Cell sizes after repair:
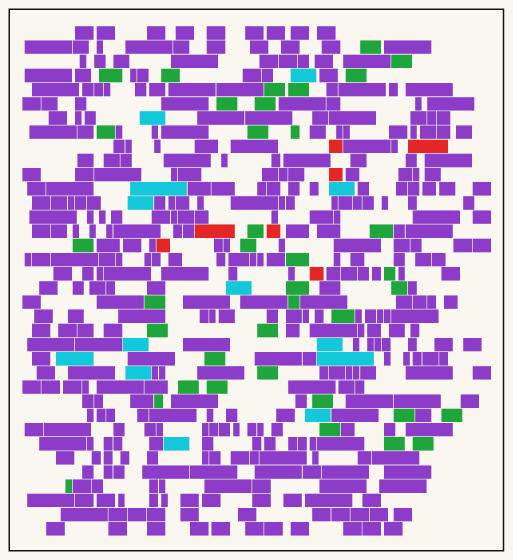
Port wiring:
Scale bar: 20 µm.
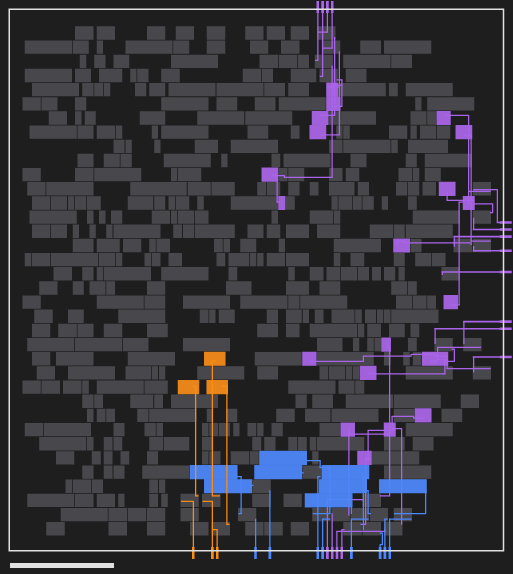
Routed metal, one color a layer:
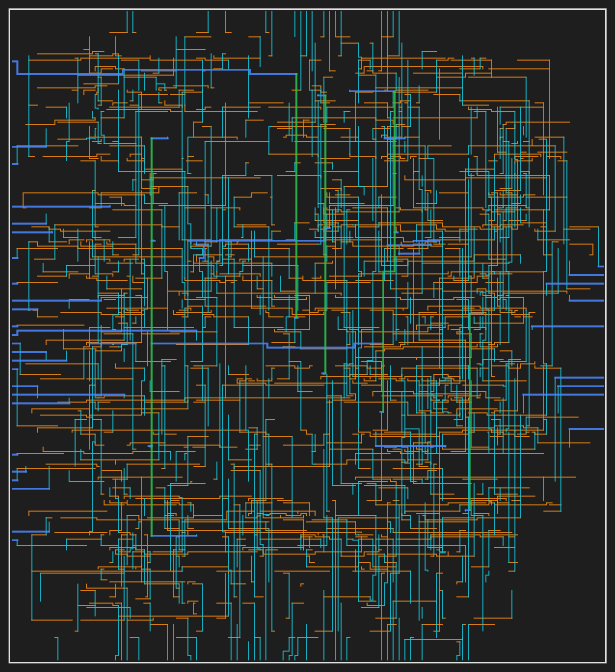
Cell placement:
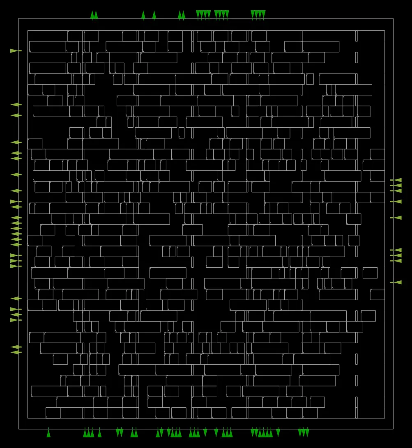
$ cat src/rtl/fi_pkg.sv
// rtl/fi_pkg.sv - shared types for the fault-injection scheduler
package fi_pkg;

    // Request fields are carried at fixed maximum widths and narrowed by the user.
    localparam int FI_SEL_W = 8;
    localparam int FI_CNT_W = 32;

    typedef enum logic [1:0] {
        FI_STUCK0 = 2'b00,
        FI_STUCK1 = 2'b01,
        FI_FLIP   = 2'b10,
        FI_RSVD   = 2'b11
    } fi_mode_e;

    typedef enum logic [1:0] {
        IDLE   = 2'b00,
        WAIT   = 2'b01,
        ACTIVE = 2'b10,
        DONE   = 2'b11
    } fi_state_e;

    typedef struct packed {
        logic [FI_SEL_W-1:0] sel;
        fi_mode_e            mode;
        logic [FI_CNT_W-1:0] delay;
        logic [FI_CNT_W-1:0] len;
    } fi_cfg_t;

endpackage

$ cat src/rtl/fi_down_counter.sv
// rtl/fi_down_counter.sv - loadable down-counter, holds at zero, flags the final count
module fi_down_counter #(
    parameter int CNT_W = 16
) (
    input  logic             i_clk,
    input  logic             i_rst,
    input  logic             i_load,
    input  logic [CNT_W-1:0] i_load_val,
    input  logic             i_dec,
    output logic             o_last,
    output logic             o_zero
);

    logic [CNT_W-1:0] r_count;

    always_ff @(posedge i_clk or posedge i_rst) begin
        if (i_rst) begin
            r_count <= '0;
        end else if (i_load) begin
            r_count <= i_load_val;
        end else if (i_dec && (r_count != '0)) begin
            r_count <= r_count - CNT_W'(1);
        end
    end

    assign o_last = (r_count == CNT_W'(1));
    assign o_zero = (r_count == '0);

endmodule

$ cat src/rtl/mux_fault_sched.sv
// rtl/mux_fault_sched.sv - single-campaign fault-injection scheduler driving per-cell force flag/value pairs
module mux_fault_sched
    import fi_pkg::*;
#(
    parameter  int NUM_CELLS = 8,
    parameter  int CNT_W     = 16,
    localparam int SEL_W     = $clog2(NUM_CELLS)
) (
    input  logic                 C,
    input  logic                 CLR,
    input  logic                 cfg_valid,
    output logic                 cfg_ready,
    input  logic [SEL_W-1:0]     cfg_sel,
    input  logic [1:0]           cfg_mode,
    input  logic [CNT_W-1:0]     cfg_delay,
    input  logic [CNT_W-1:0]     cfg_len,
    input  logic                 abort,
    input  logic [NUM_CELLS-1:0] nom_in,
    output logic [NUM_CELLS-1:0] force_f,
    output logic [NUM_CELLS-1:0] force_v,
    output logic                 busy,
    output logic                 done,
    output logic                 err,
    output logic [CNT_W-1:0]     inj_count
);

    fi_cfg_t              w_req;
    logic                 w_bad;
    logic                 w_accept;
    fi_state_e            r_state;
    fi_state_e            w_state_nxt;
    logic [SEL_W-1:0]     r_sel;
    fi_mode_e             r_mode;
    logic [CNT_W-1:0]     r_len;
    logic                 r_len_zero;
    logic [NUM_CELLS-1:0] w_onehot;
    logic [NUM_CELLS-1:0] w_fv;
    logic [NUM_CELLS-1:0] r_force_f;
    logic [NUM_CELLS-1:0] r_force_v;
    logic                 r_done;
    logic                 r_err;
    logic [CNT_W-1:0]     r_inj_count;
    logic                 w_cnt_load;
    logic [CNT_W-1:0]     w_cnt_val;
    logic                 w_cnt_dec;
    logic                 w_cnt_last;
    logic                 w_cnt_zero;
    logic                 w_force_on;

    always_comb begin
        w_req.sel   = FI_SEL_W'(cfg_sel);
        w_req.mode  = fi_mode_e'(cfg_mode);
        w_req.delay = FI_CNT_W'(cfg_delay);
        w_req.len   = FI_CNT_W'(cfg_len);
    end

    assign w_bad    = (w_req.mode == FI_RSVD) || (w_req.sel >= FI_SEL_W'(NUM_CELLS));
    assign w_accept = (r_state == IDLE) && cfg_valid;

    always_comb begin
        for (int i = 0; i < NUM_CELLS; i++) begin
            w_onehot[i] = (r_sel == SEL_W'(i));
        end
    end

    // Bit-flip inverts the live nominal value; the register below adds the one-cycle lag.
    always_comb begin
        case (r_mode)
            FI_STUCK1: w_fv = w_onehot;
            FI_FLIP:   w_fv = w_onehot & ~nom_in;
            default:   w_fv = '0;
        endcase
    end

    // A zero delay is treated as one so the fault never starts on the acceptance edge.
    always_comb begin
        w_state_nxt = r_state;
        w_cnt_load  = 1'b0;
        w_cnt_val   = '0;
        w_force_on  = 1'b0;
        case (r_state)
            IDLE: begin
                if (cfg_valid && !w_bad) begin
                    w_state_nxt = WAIT;
                    w_cnt_load  = 1'b1;
                    w_cnt_val   = (w_req.delay == '0) ? CNT_W'(1) : w_req.delay[CNT_W-1:0];
                end
            end
            WAIT: begin
                if (abort) begin
                    w_state_nxt = DONE;
                end else if (w_cnt_last) begin
                    w_state_nxt = ACTIVE;
                    w_cnt_load  = 1'b1;
                    w_cnt_val   = r_len;
                    w_force_on  = !r_len_zero;
                end
            end
            ACTIVE: begin
                if (abort || w_cnt_last || w_cnt_zero) begin
                    w_state_nxt = DONE;
                end else begin
                    w_force_on = 1'b1;
                end
            end
            default: begin
                w_state_nxt = IDLE;
            end
        endcase
    end

    assign w_cnt_dec = (r_state == WAIT) || (r_state == ACTIVE);

    fi_down_counter #(
        .CNT_W(CNT_W)
    ) u_cnt (
        .i_clk      (C),
        .i_rst      (CLR),
        .i_load     (w_cnt_load),
        .i_load_val (w_cnt_val),
        .i_dec      (w_cnt_dec),
        .o_last     (w_cnt_last),
        .o_zero     (w_cnt_zero)
    );

    always_ff @(posedge C or posedge CLR) begin
        if (CLR) begin
            r_state     <= IDLE;
            r_sel       <= '0;
            r_mode      <= FI_STUCK0;
            r_len       <= '0;
            r_len_zero  <= 1'b0;
            r_force_f   <= '0;
            r_force_v   <= '0;
            r_done      <= 1'b0;
            r_err       <= 1'b0;
            r_inj_count <= '0;
        end else begin
            r_state   <= w_state_nxt;
            r_done    <= (w_state_nxt == DONE) || (w_accept && w_bad);
            r_force_f <= w_force_on ? w_onehot : '0;
            r_force_v <= w_force_on ? w_fv : '0;
            if (w_accept) begin
                r_sel      <= w_req.sel[SEL_W-1:0];
                r_mode     <= w_req.mode;
                r_len      <= w_req.len[CNT_W-1:0];
                r_len_zero <= (w_req.len == '0);
                if (w_bad) begin
                    r_err <= 1'b1;
                end
            end
            if ((r_state == ACTIVE) && (w_state_nxt == DONE) && !abort) begin
                r_inj_count <= r_inj_count + CNT_W'(1);
            end
        end
    end

    assign cfg_ready = (r_state == IDLE);
    assign busy      = (r_state != IDLE);
    assign force_f   = r_force_f;
    assign force_v   = r_force_v;
    assign done      = r_done;
    assign err       = r_err;
    assign inj_count = r_inj_count;

endmodule
$ cat config.mk
export PLATFORM = sky130hd
export DESIGN_NAME = mux_fault_sched
export DESIGN_NICKNAME = d
export VERILOG_FILES = /design/src/rtl/fi_pkg.sv /design/src/rtl/fi_down_counter.sv /design/src/rtl/mux_fault_sched.sv
export SDC_FILE = /design/constraint.sdc
export NUM_CORES = 1
export LEC_CHECK = 0
export CAP_MARGIN = 0
export CELL_PAD_IN_SITES_DETAIL_PLACEMENT = 0
export CELL_PAD_IN_SITES_GLOBAL_PLACEMENT = 1
export CORE_ASPECT_RATIO = 1.1
export CORE_MARGIN = 2
export CORE_UTILIZATION = 42
export CTS_CLUSTER_SIZE = 40
export DETAILED_ROUTE_END_ITERATION = 10
export GPL_TIMING_DRIVEN = 1
export PLACE_DENSITY_LB_ADDON = 0.08
export SETUP_SLACK_MARGIN = 0.5
export SLEW_MARGIN = 20
export SYNTH_ARGS = -nofsm -noshare
export SYNTH_HDL_FRONTEND = slang
export SYNTH_SLANG_ARGS = --single-unit
$ cat constraint.sdc
create_clock -name C -period 3.4 [get_ports C]
set_input_delay 0.51 -clock C [delete_from_list [all_inputs] [get_ports C]]
set_output_delay 0.51 -clock C [all_outputs]
set_load 0.02 [all_outputs]
==> notes.org <==
* Implementation run

** Detailed routing
- Routed met2 length :: 4504 µm
- Uppermost layer routed :: met4
- The routed design uses between 300 and 400 µm of met3 wire.
- Violation count after the first detailed-route iteration :: roughly 77
- Per the detail_route report, DRC violations left total 0.
- The detail route stage leaves a number of antenna-violating nets equal to 0.

** STA
- The most critical hold endpoint after final layout shows a slack of around 0.47 ns.
- The final max-slew violation count recorded for this run is 0.
- Top achievable clock speed :: ~0.4 GHz
- Relative slew margins :: 43.99%
- Measured slew at the worst slew-check pin :: approximately 0.84 ns
- Setup violations remaining at the end of the flow were counted as 0.

** Pwr
- Max power group :: combinational cells
- The power report lists cell-internal power as approximately 2.3 mW.
- Combinational Power Share :: 40.4%
- The flow reports that the clock network draws roughly 20% of the design power.
- The flow reports power dissipated in sequential cells as about 1.4 mW.
- Comb group :: ~1.5 mW
- Per the OpenROAD power report, switching power amounts to between 1 and 1.5 mW.
- The power report lists the clock group at between 0.7 and 0.8 mW.

** Critical path
- Crit path arrival time :: about 2.8 ns
- Launching point of the worst reg2reg path :: r_state[1]
- Number of logic stages on the critical path including buffering :: 9
- For reference, the critical path is launched at r_state[1].
- Slack of the worst reg-to-reg path :: just under 0.9 ns
- Looking at the critical path, the highest net fanout was 16.
- The endpoint identified for the worst register-to-register timing path is u_cnt.r_count[14].

** Placement
- According to the dpl log, the detail-placed design has an HPWL of between 7000 and 8000 µm.
- Placed Area :: 4763 µm²

** Yosys
- The post-synth register bit count is about 74.
- Share of cell area taken by muxes after synthesis :: slightly below 7%
- Post-Synthesis Cells :: about 360
- Largest area contributor in the netlist :: dfrtp_1
- The share of the Yosys chip area taken by registers is between 40% and 50%.
- The cell area that synthesis handed to floorplanning was 3795 µm².
- Each instance of the synthesized netlist takes up on average 10.48 µm².
- Yosys cell count :: approximately 360
- Most numerous cell types in the synthesized netlist :: 74 x dfrtp_1, 28 x nand2_1, 26 x nor2_1

** Floorplan
- Measured along the x axis, the die boundary spans 94.63 µm.
- Area of the placeable core :: ~8800 µm²

** GRT
- The number of global-route vias before repair is around 3000.
- Maximum number of pins on one net before global-route repair :: 39
- The global routing report lists met1 layer usage as between 20% and 30%.

** Clock tree
- The clock passes through at most 2 buffers.

** Status
- The flow ran to the end, and the final reports show no timing, DRC or antenna violations.
Back to the opening pictures, 'cell sizes after repair':
Green is x2, cells 37, share 8.1%, most used mux2_2. Red is x3 and x4, cells 7, share 1.5%, most used buf_4. Purple is x1 and smaller, cells 397, share 87%, most used clkdlybuf4s50_1. Cyan is x6 and larger, cells 13, share 2.9%, most used clkbuf_8.

Back to the opening pictures, 'port wiring':
Orange is cfg_sel, bits 3, direction input, edge bottom, end cells 3, buffers 3, wire 104 µm. Blue is force_f, bits 8, direction output, edge bottom, end cells 8, buffers 8, wire 123 µm. Purple is cfg_delay, bits 16, direction input, edge 8 right, 4 bottom, 4 top, end cells 21, buffers 16, wire 537 µm.
input/output buffers: 84
io pins: 85

Back to the opening pictures, 'routed metal, one color a layer':
Cyan is M2, wire length 4500 µm. Green is M4, wire length 230 µm. Blue is M3, wire length 382 µm. Orange is M1, wire length 4490 µm.
total number of vias: 3081
DR WL/cell: 16.92 µm
Overall Global Routing Usage: 20.47%
sum of routed wire length over all layers: 9608 µm

Back to the opening pictures, 'cell placement':
well-tap cell count: 114
Core Util, Final: 56.43%
registers: 74
placement row count: 36
Seq/total area: 37.17%

how the worst min path moves through the flow:
stage,start,end,slack (ns),depth (start not counted)
2_1_floorplan,r_len_zero,r_len_zero,0.45,2
5_1_grt,inj_count[15],inj_count[15],0.50,1
3_3_place_gp,inj_count[15],inj_count[15],0.46,1
3_5_place_dp,inj_count[15],inj_count[15],0.46,1
4_1_cts,inj_count[15],inj_count[15],0.48,1
6_report,inj_count[15],inj_count[15],0.47,1
sequential cells by signal (all words and copies together), names as in the netlist:
register / cells
r_len_zero: 1
u_cnt.r_count: 16
err: 1
r_state: 2
force_f: 8
r_len: 16
r_mode: 2
done: 1
inj_count: 16
force_v: 8
r_sel: 3
cells in the final DEF (no fill, tap or decap), types with 2 or more instances in the layout:
master           netlist  routed
nor4_2                 3       3
a22o_1                 6       6
nand3_1                7       7
nor3_2                 2       2
buf_4                  1       4
xor2_1                12      12
clkdlybuf4s50_1        0      84
o21a_1                 8       8
nor2_1                26      26
nor2b_1                7       7
a221oi_1               2       2
o21ai_0               15      15
and3_1                 3       3
a21oi_1               12      12
nand2b_1               3       3
nand4_1                6       6
nor4_1                18      18
nor3_1                11      11
mux2_2                22      22
clkinv_2               0       2
dfrtp_1               74      74
nand2_1               28      28
inv_1                 18      17
o22a_1                 5       5
bufinv_16              0       2
ha_1                  10      10
xnor2_1                8       8
a31oi_1                6       6
nand4_2                2       2
o21ai_2                2       2
nor3b_1                2       2
a22oi_1                7       7
clkbuf_8               0      10
layout make-up:
type | count | area, µm²
fillers | 816 | 3846
inverters | 18 | 67.56
clock inverters | 5 | 77.57
multi-input cells | 257 | 1810
well taps | 114 | 142.6
flip-flops and latches | 74 | 1852
clock buffers | 11 | 141.4
repair buffers | 89 | 890.9
Power and IR drop assume default switching activity.
